Run 1, clock wiring as the flow saved it:
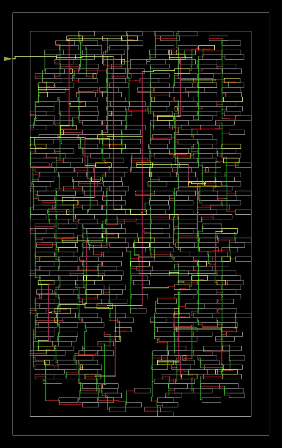
Run 1, local utilization:
(2 px per micron) 15 x 24 tiles, from white (low) to dark blue (high), 0 to 100% covered.
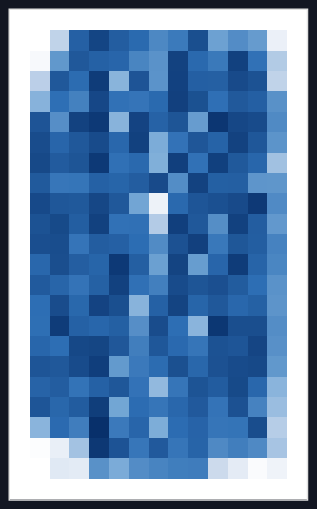
Run 1, M3 wires:
(2 px per micron)
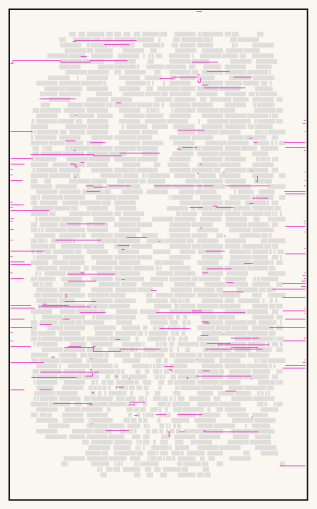
File: src/rtl/skew_align_pkg.sv
// Shared definitions for the skew_align re-aligner.
//   SA_DW    : sample width (signed two's complement)
//   SA_DEPTH : per-stream buffer entries (power of 2, >= 2)
//   SA_AW    : pointer width, log2(SA_DEPTH)
//   sample_t : one signed sample
package skew_align_pkg;

    localparam int unsigned SA_DW    = 25;
    localparam int unsigned SA_DEPTH = 8;
    localparam int unsigned SA_AW    = $clog2(SA_DEPTH);

    typedef logic signed [SA_DW-1:0] sample_t;

endpackage

File: src/rtl/skew_align_sync_fifo.sv
// sync_fifo: single-clock circular buffer holding one sample stream.
// Push/pop are already qualified by the caller; a push on a full buffer is
// only issued together with a pop, so the counter never exceeds DEPTH.
// Ports:
//   clk    rising-edge clock
//   reset  asynchronous, active-low
//   clr    synchronous flush of pointers and count (priority over push/pop)
//   push   write din at the write pointer
//   pop    advance the read pointer
//   din    sample in
//   dout   sample at the read pointer (combinational)
//   count  occupancy 0..DEPTH
//   full   count == DEPTH
//   empty  count == 0
module sync_fifo
    import skew_align_pkg::*;
#(
    parameter int unsigned DW    = SA_DW,
    parameter int unsigned DEPTH = SA_DEPTH,
    parameter int unsigned AW    = SA_AW
) (
    input  logic          clk,
    input  logic          reset,
    input  logic          clr,
    input  logic          push,
    input  logic          pop,
    input  logic [DW-1:0] din,
    output logic [DW-1:0] dout,
    output logic [AW:0]   count,
    output logic          full,
    output logic          empty
);

    logic [DW-1:0] mem [DEPTH];
    logic [AW-1:0] wr_ptr;
    logic [AW-1:0] rd_ptr;

    // Storage is deliberately not reset.
    always_ff @(posedge clk) begin
        if (push && !clr) begin
            mem[wr_ptr] <= din;
        end
    end

    always_ff @(posedge clk or negedge reset) begin
        if (!reset) begin
            wr_ptr <= '0;
            rd_ptr <= '0;
            count  <= '0;
        end else if (clr) begin
            wr_ptr <= '0;
            rd_ptr <= '0;
            count  <= '0;
        end else begin
            if (push) begin
                wr_ptr <= wr_ptr + 1'b1;
            end
            if (pop) begin
                rd_ptr <= rd_ptr + 1'b1;
            end
            case ({push, pop})
                2'b10:   count <= count + 1'b1;
                2'b01:   count <= count - 1'b1;
                default: count <= count;
            endcase
        end
    end

    // Read happens before the same-edge write lands, so a full buffer with
    // simultaneous push+pop (wr_ptr == rd_ptr) still returns the oldest entry.
    assign dout  = mem[rd_ptr];
    assign full  = (count == (AW+1)'(DEPTH));
    assign empty = (count == '0);

endmodule

File: src/rtl/skew_align.sv
// skew_align: re-aligns two signed sample streams arriving with unequal
// latency. Each stream is buffered; once both buffers hold a sample, one
// entry is popped from each and presented as an aligned (a,b) pair.
// Ports:
//   clk        rising-edge clock
//   reset      asynchronous, active-low
//   clr        synchronous flush of both buffers and ovf
//   a_valid    a_data qualifies this cycle
//   a_data     stream A sample (signed)
//   b_valid    b_data qualifies this cycle
//   b_data     stream B sample (signed)
//   out_valid  one-cycle pulse per aligned pair
//   out_a      aligned A sample (held between pairs)
//   out_b      aligned B sample (held between pairs)
//   skew       registered occupancy(A) - occupancy(B), signed
//   ovf        sticky flag: a sample was dropped on a full buffer
module skew_align
    import skew_align_pkg::*;
#(
    parameter int unsigned DW    = SA_DW,
    parameter int unsigned DEPTH = SA_DEPTH,
    parameter int unsigned AW    = SA_AW
) (
    input  logic                 clk,
    input  logic                 reset,
    input  logic                 clr,
    input  logic                 a_valid,
    input  logic signed [DW-1:0] a_data,
    input  logic                 b_valid,
    input  logic signed [DW-1:0] b_data,
    output logic                 out_valid,
    output logic signed [DW-1:0] out_a,
    output logic signed [DW-1:0] out_b,
    output logic signed [AW+1:0] skew,
    output logic                 ovf
);

    logic          pop;
    logic          push_a, push_b;
    logic          drop_a, drop_b;
    logic          full_a, full_b;
    logic          empty_a, empty_b;
    logic [DW-1:0] dout_a, dout_b;
    logic [AW:0]   cnt_a, cnt_b;
    logic [AW:0]   nxt_a, nxt_b;
    logic signed [AW+1:0] skew_nxt;

    // Both buffers pop together; an entry written this edge is never popped
    // because emptiness is judged from the registered counts.
    assign pop    = !empty_a && !empty_b && !clr;
    assign push_a = a_valid && !clr && (!full_a || pop);
    assign push_b = b_valid && !clr && (!full_b || pop);
    assign drop_a = a_valid && !clr && full_a && !pop;
    assign drop_b = b_valid && !clr && full_b && !pop;

    sync_fifo #(
        .DW    (DW),
        .DEPTH (DEPTH),
        .AW    (AW)
    ) u_fifo_a (
        .clk   (clk),
        .reset (reset),
        .clr   (clr),
        .push  (push_a),
        .pop   (pop),
        .din   (a_data),
        .dout  (dout_a),
        .count (cnt_a),
        .full  (full_a),
        .empty (empty_a)
    );

    sync_fifo #(
        .DW    (DW),
        .DEPTH (DEPTH),
        .AW    (AW)
    ) u_fifo_b (
        .clk   (clk),
        .reset (reset),
        .clr   (clr),
        .push  (push_b),
        .pop   (pop),
        .din   (b_data),
        .dout  (dout_b),
        .count (cnt_b),
        .full  (full_b),
        .empty (empty_b)
    );

    // Post-edge occupancies, so skew tracks the counts it is registered with.
    always_comb begin
        nxt_a = cnt_a;
        nxt_b = cnt_b;
        if (clr) begin
            nxt_a = '0;
            nxt_b = '0;
        end else begin
            if (push_a && !pop) begin
                nxt_a = cnt_a + 1'b1;
            end else if (!push_a && pop) begin
                nxt_a = cnt_a - 1'b1;
            end
            if (push_b && !pop) begin
                nxt_b = cnt_b + 1'b1;
            end else if (!push_b && pop) begin
                nxt_b = cnt_b - 1'b1;
            end
        end
        skew_nxt = $signed({1'b0, nxt_a}) - $signed({1'b0, nxt_b});
    end

    always_ff @(posedge clk or negedge reset) begin
        if (!reset) begin
            out_valid <= 1'b0;
            out_a     <= '0;
            out_b     <= '0;
            skew      <= '0;
            ovf       <= 1'b0;
        end else begin
            skew <= skew_nxt;
            if (clr) begin
                out_valid <= 1'b0;
                ovf       <= 1'b0;
            end else begin
                out_valid <= pop;
                if (pop) begin
                    out_a <= $signed(dout_a);
                    out_b <= $signed(dout_b);
                end
                if (drop_a || drop_b) begin
                    ovf <= 1'b1;
                end
            end
        end
    end

endmodule

File: config.mk
export PLATFORM = sky130hd
export DESIGN_NAME = skew_align
export DESIGN_NICKNAME = d
export VERILOG_FILES = /design/src/rtl/skew_align_pkg.sv /design/src/rtl/skew_align_sync_fifo.sv /design/src/rtl/skew_align.sv
export SDC_FILE = /design/constraint.sdc
export NUM_CORES = 1
export LEC_CHECK = 0
export ABC_AREA = 0
export CAP_MARGIN = 30
export CORE_ASPECT_RATIO = 1.75
export CORE_MARGIN = 10
export CORE_UTILIZATION = 64
export CTS_CLUSTER_SIZE = 20
export DETAILED_ROUTE_END_ITERATION = 10
export PLACE_DENSITY_LB_ADDON = 0.3
export SLEW_MARGIN = 20
export SYNTH_ARGS = -nofsm -noshare
export SYNTH_HDL_FRONTEND = slang
export SYNTH_SLANG_ARGS = --single-unit
export TNS_END_PERCENT = 100
File: constraint.sdc
create_clock -name clk -period 8 [get_ports clk]
set_input_delay 0.8 -clock clk [delete_from_list [all_inputs] [get_ports clk]]
set_output_delay 0.8 -clock clk [all_outputs]
set_load 0.005 [all_outputs]
==> results.cfg, run 1 <==
; synthesis and place-and-route metrics
[clocking]
post_cts_resized = 0
holdBufCountCts = 0
ctsHtreeMaxLevel = 2
clockBufferDepth = 3
numCtsBuffers = 40

[yosys]
yosysWarnings = 0
ys_seq_elements = 477
synthCells = 938
logic_family = multiplexers
synth-compound-area-share_pct = 2.94
yosys_area_sq_um = 18500
xor_area_share_pct = 0.332
ys_sh_adder_pct = 0.922
syn-num-nets = 1006
yosys_most_used_dff = edfxtp_1
area_leaders = edfxtp_1 65%, mux4_2 12%, dfrtp_1 10%
syn_avg_cell_area_sq_um = 19.7
synthMuxAreaShare_pct = 15.5
synth-edff-count = 400
top_cell_area_share_pct = 65.1
simple_gate_area_share_pct = 3.37
syn_area_sq_um = 18500
top_cell = edfxtp_1
postSynth.asyncResetShare_pct = 16.1

[placed_design]
place_hpwl_microns = 22600
place_area_sq_um = 20100
gp_congestion = 0.867
placedCellCount = 1401

[global_route]
grt_usage_pct = 20.7
grt-ovfl-total = 0
grt_max_degree = 68
grt.busiest_layer = met2
use_met2_pct = 38.5
met1_usage_pct = 24.1
use_met3_pct = 2.97

[pwr]
intPower_mw = 4.82
clkPwrFrac_pct = 31.3
maxPowerGroup = registers
powerSeq_mw = 3.05
p_leak_nw = 7.14
p_comb_share_pct = 21.4
ir_drop_uv = 259
p_sw_share_pct = 25.4
p_sw_mw = 1.64
sequentialPowerShare_pct = 47.2
total_power_mw = 6.46

[final_layout]
comb_share_pct = 20.1
diodes = 2
syn2layout_area_growth_pct = 16.6
regArea_sq_um = 13900
nets = 1133
clockNetworkAreaShare_pct = 6.41
final_cell_count_no_fill = 1475
reg_top3 = u_fifo_a.mem: 200 flops, u_fifo_b.mem: 200 flops
buf_share_pct = 6.27
layout_top_cells = 400 x edfxtp_1, 110 x clkdlybuf4s50_1, 100 x mux4_2
inv_count = 10
logic_gates = 401
combGateArea_sq_um = 4320
fin_area_sq_um = 21500

[drt]
drt-met1-wl_microns = 13500
dr.max_layer_used = met4
drc_errors = 0
firstDrtPassIters = 7
antenna_left = 0
dr_wl_met3_microns = 1460
vias = 9116
totalWireLength_microns = 37100

[sta]
tightest_slew_ps = 945
hold_viol_final = 0
rsz0062_at_grt = false
hold_slack_ps = 217
setup_viol = 0
slew_violations = 0
fin_skew_ps = 14.4
fin_ws_ps = 4660
tns_ps = 0
min_period_over_period_pct = 41.8

[worst_setup_path]
max_stage_delay_ps = 660
r2r_end = u_fifo_b.mem[6][15]
worst_setup_path_start_kind = input port
worst-path-buf-inv = 3
path_cells = clkdlybuf4s50_1, inv_1, a311oi_1, nand2b_1, nor2_2, buf_4
crit_type = input port to register
regToRegStartpoint = u_fifo_a.count[1]
startpoint = b_valid
reg2reg_slack_ps = 4660

[floorplanning]
io_pins = 112
row_count = 82
die_x_microns = 148
die.size.y_microns = 245
tap-cell-count = 378

[flow_run]
openroad.warnings = 28

[outcome]
status = complete, no violations

[worst_hold_path]
hold_path_class = input port to async pin
Notes on 'clock wiring as the flow saved it' above:
clk_lat worst skew: 530 ps
CLK BUF: 54
Clk power: 2.02 mW
FF+latch count: 477

Notes on 'local utilization' above:
nearly empty tiles: 21%
tiles over 75% full: 48%
mean over tiles: 58%
densest ninth of the die: centre
core box area: 28,500 sq um
Finished Core Util: 75.4%
Initial Util: 64.7%

Notes on 'M3 wires' above:
share of all routed wire: 3.9%
longest straight run: 44.2 microns
nets with wire on the layer: 122
main direction: horizontal

Run 1, met1 routing:
(1.5 px per micron) Supply wires on this layer in grey.
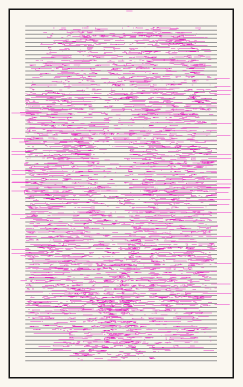

==> run 1 -> run 2 <==
--- a/config.mk
+++ b/config.mk
@@ -9,7 +9,7 @@
 export CAP_MARGIN = 30
 export CORE_ASPECT_RATIO = 1.75
 export CORE_MARGIN = 10
-export CORE_UTILIZATION = 64
+export CORE_UTILIZATION = 59
 export CTS_CLUSTER_SIZE = 20
 export DETAILED_ROUTE_END_ITERATION = 10
 export PLACE_DENSITY_LB_ADDON = 0.3
==> constraint.sdc (replaced) <==
create_clock -name clk -period 3.4 [get_ports clk]
set_input_delay 0.34 -clock clk [delete_from_list [all_inputs] [get_ports clk]]
set_output_delay 0.34 -clock clk [all_outputs]
set_load 0.005 [all_outputs]
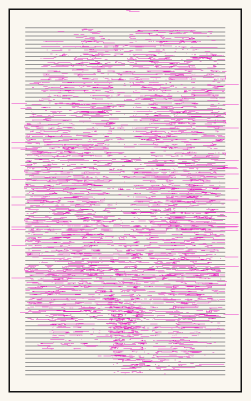
Run 2: met1 routing
(1.5 px per micron) Supply wires on this layer in grey.
longest straight run: 57.0 microns
nets with wire on the layer: 1,071
share of all routed wire: 37%
main direction: horizontal
WL final: 36,600 microns
vias: 9,007
met1 usage: 22.0%

==> results.cfg, run 2 <==
; synthesis and place-and-route metrics
[flow_run]
openroad.warnings = 28

[sta]
slew_violations = 0
min_period_over_period_pct = 91.7
rsz0062_at_grt = false
hold_viol_final = 0
setup_viol = 0
fin_ws_ps = 283
tns_ps = 0
hold_slack_ps = 342
tightest_slew_ps = 850
fin_skew_ps = 19.7

[final_layout]
buf_share_pct = 7.19
utilization_pct = 70.9
fin_area_sq_um = 21900
inv_count = 10
logic_gates = 401
comb_share_pct = 19.9
syn2layout_area_growth_pct = 18.5
regArea_sq_um = 13900
layout_top_cells = 400 x edfxtp_1, 110 x clkdlybuf4s50_1, 100 x mux4_2
clockNetworkAreaShare_pct = 6.76
combGateArea_sq_um = 4350
seq_cell_count = 477
reg_top3 = u_fifo_a.mem: 200 flops, u_fifo_b.mem: 200 flops
final_cell_count_no_fill = 1502
nClkBuffers = 55
diodes = 0
n_fill_cell = 1867

[yosys]
top_cell_area_share_pct = 65.1
ys_sh_adder_pct = 0.922
syn-num-nets = 1006
top_cell = edfxtp_1
yosys_area_sq_um = 18500
postSynth.asyncResetShare_pct = 16.1
simple_gate_area_share_pct = 3.37
synthMuxAreaShare_pct = 15.5
synth-compound-area-share_pct = 2.94
yosys_most_used_dff = edfxtp_1
synth-edff-count = 400
ys_seq_share_pct = 75.5
yosysWarnings = 0
syn_area_sq_um = 18500
area_leaders = edfxtp_1 65%, mux4_2 12%, dfrtp_1 10%
logic_family = multiplexers

[placed_design]
gp_congestion = 0.836
place_area_sq_um = 20400
placedCellCount = 1426
place_hpwl_microns = 22600

[worst_hold_path]
hold_path_class = input port to async pin

[global_route]
grt_usage_pct = 18.9
grt.busiest_layer = met2
use_met2_pct = 34.6
grt-ovfl-total = 0
use_met3_pct = 3.64
grt_max_degree = 70

[worst_setup_path]
reg2reg_slack_ps = 280
path_cells = inv_1, ha_1, or3b_1, a211o_1, a21boi_4, mux2i_1, ha_1, inv_1, fa_1, a21o_1, a21oi_1
startpoint = u_fifo_b.count[0]
worst-path-buf-inv = 2
regToRegStartpoint = u_fifo_b.count[0]
r2r_end = skew[4]
worst_setup_path_start_kind = register
max_stage_delay_ps = 580
reg2regPathDepth = 11

[pwr]
maxPowerGroup = registers
p_leak_nw = 7.27
powerSeq_mw = 7.24
ir_drop_uv = 655
intPower_mw = 11.6
p_comb_share_pct = 20.7
sequentialPowerShare_pct = 46.8
total_power_mw = 15.5
p_sw_share_pct = 25.1
clkPwrFrac_pct = 32.5

[floorplanning]
core_sq_um = 30800
fp-utilization_pct = 59.8
die.size.y_microns = 254

[outcome]
status = complete, no violations

[clocking]
clockBufferDepth = 3
clock-sinks = 477
clk_latency_ps = 550
post_cts_resized = 0
ctsHtreeMaxLevel = 2

[drt]
dr_wl_met3_microns = 1720
drc_errors = 0
drtIter0Drc = 516
antenna_left = 0
drt-met1-wl_microns = 13700
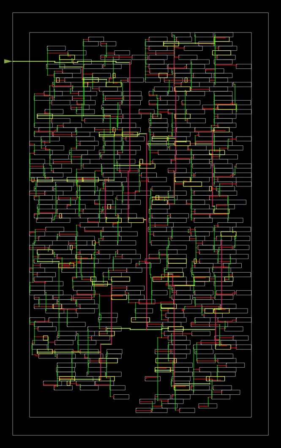
Run 2: clock wiring as the flow saved it
CTS buffer count: 41
Clk power: 5.03 mW

Power figures rest on the tool's default switching activity, not on a simulated workload.
